Design seq_checker_16bit, sky130hd; sources not shown.
Clock wires, drivers and flops:
Bar = 20 um.
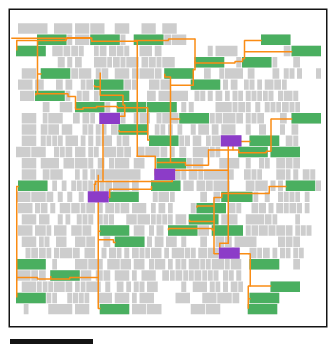
Orange marks clock wires, length 589 um. Green marks flip-flops, count 44. Purple marks cells driving clock nets, count 5.
Position of the flops: spread over the die. There are 6 routed clock nets.
Clk. pwr: 0.649 mW
clock share of power: 34.7%

The clock network:
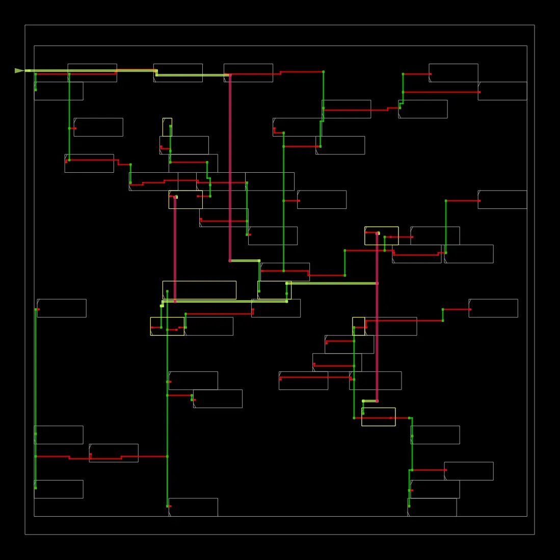
cts bufs inserted: 5
clock tree sinks: 44
sequential cells: 44

Gate-type map:
Bar = 20 um.
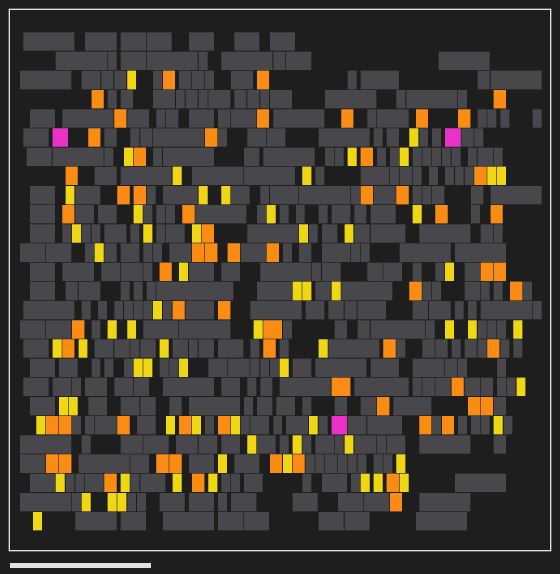
Yellow marks inverters, cells 67. Orange marks inverting AOI/OAI gates, cells 63, where spread over the die. Magenta marks AND and OR gates, cells 3.
combinational share of cell area: 44.0%
most frequent logic cell in the layout: nand2_1
Non-Filler Instances: 587

==> impl_metrics.csv <==
group,metric,value,unit
worst_hold_path,worstHoldPathType,"flop to flop",
sta,report.final.slew_viol_count,0,
logic_synthesis,synthTopCellsByCount,"118 x nand2_1, 62 x inv_1, 44 x dfxtp_1",
power_and_ir_drop,comb_power,0.334,mW
routing,drt-met1-wl,3.13,mm
power_and_ir_drop,intPower,1.37,mW
floorplanning,core,0.00524,mm^2
global_routing,grtUsageTotal,23.9,%
floorplanning,fp.dieH,76.6,um
critical_path,required,2.24,ns
critical_path,crit_chain,"clkdlybuf4s50_1, ha_1, nand3_1, nor2_1, nand2_2, nor3_4, nand3_2, xor2_1, o21ai_0, inv_1",
logic_synthesis,ys_cells,438,
placed_design,dpl_worst_slack,-0.184,ns
placed_design,dpl.hpwl,5.00,mm
global_routing,grt_pass1_vias,2707,
floorplanning,fp-utilization,53.1,%
layout,area_growth,33.2,%
critical_path,cp-start-kind,"input pin",
critical_path,r2r_cells,12,
status,outcome,"completed",
sta,fmax,0.511,GHz
power_and_ir_drop,power_frac_seq,47.4,%
routing,dr.max_layer_used,"met4",
global_routing,grt_start_max_net_pins,29,
critical_path,crit_fanout,4,
logic_synthesis,logic_family,"simple AND/OR/NAND/NOR gates",
power_and_ir_drop,power.density,505,mW/mm^2
power_and_ir_drop,ir_drop,0.386,mV
layout,stdcell_area,0.00370,mm^2
layout,utilization,70.7,%
routing,ant_nets,0,
run,max_cap_viol_count,0,
logic_synthesis,ys_seq_elements,44,
routing,drcViolationCount,0,
critical_path,cp_top_family,"simple AND/OR/NAND/NOR gates",
sta,hold_viol,0,
routing,wl_met3,329,um
critical_path,crit_path_end_kind,"flop",
routing,wl,6.91,mm
routing,drt_iter0_drc,120,
sta,tns,0,ns
placed_design,placedCellCount,579,
logic_synthesis,async_reset_ff_share,0,%
global_routing,grt_antenna_before_repair,0,
cts,clock_path_buffers,2,
logic_synthesis,synth-compound-area-share,11.8,%
routing,drtPass1Iterations,4,
logic_synthesis,mux_share,0,%
## tightest hold or removal path: stages (launching register included)
cell and delay, ns:
dfxtp_1 0.34, nand2_1 0.07, a21oi_1 0.05
## cells by family after synthesis
| group | after synthesis |
|---|---|
| fa+ha+maj | 6 |
| buf+inv | 77 |
| simple gates | 227 |
| other cells | 1 |
| flops | 44 |
| compound gates | 64 |
| xor+xnor | 19 |
## routing by layer
metal	track usage, %	up-vias
met5	0	-
met2	42.7	74
met3	4.79	11
met1	28.3	1359
li1	-	1541
met4	8.27	0
## final cells by class
cell class | count | area (um^2)
clock inverter | 2 | 35.0
tap | 70 | 87.6
timing repair buffer | 81 | 746
fill | 451 | 1530
inverter | 67 | 251
sequential | 44 | 883
clock buffer | 6 | 72.6
multi-input combinational | 317 | 1630
Power is estimated from default activity; no workload was simulated.
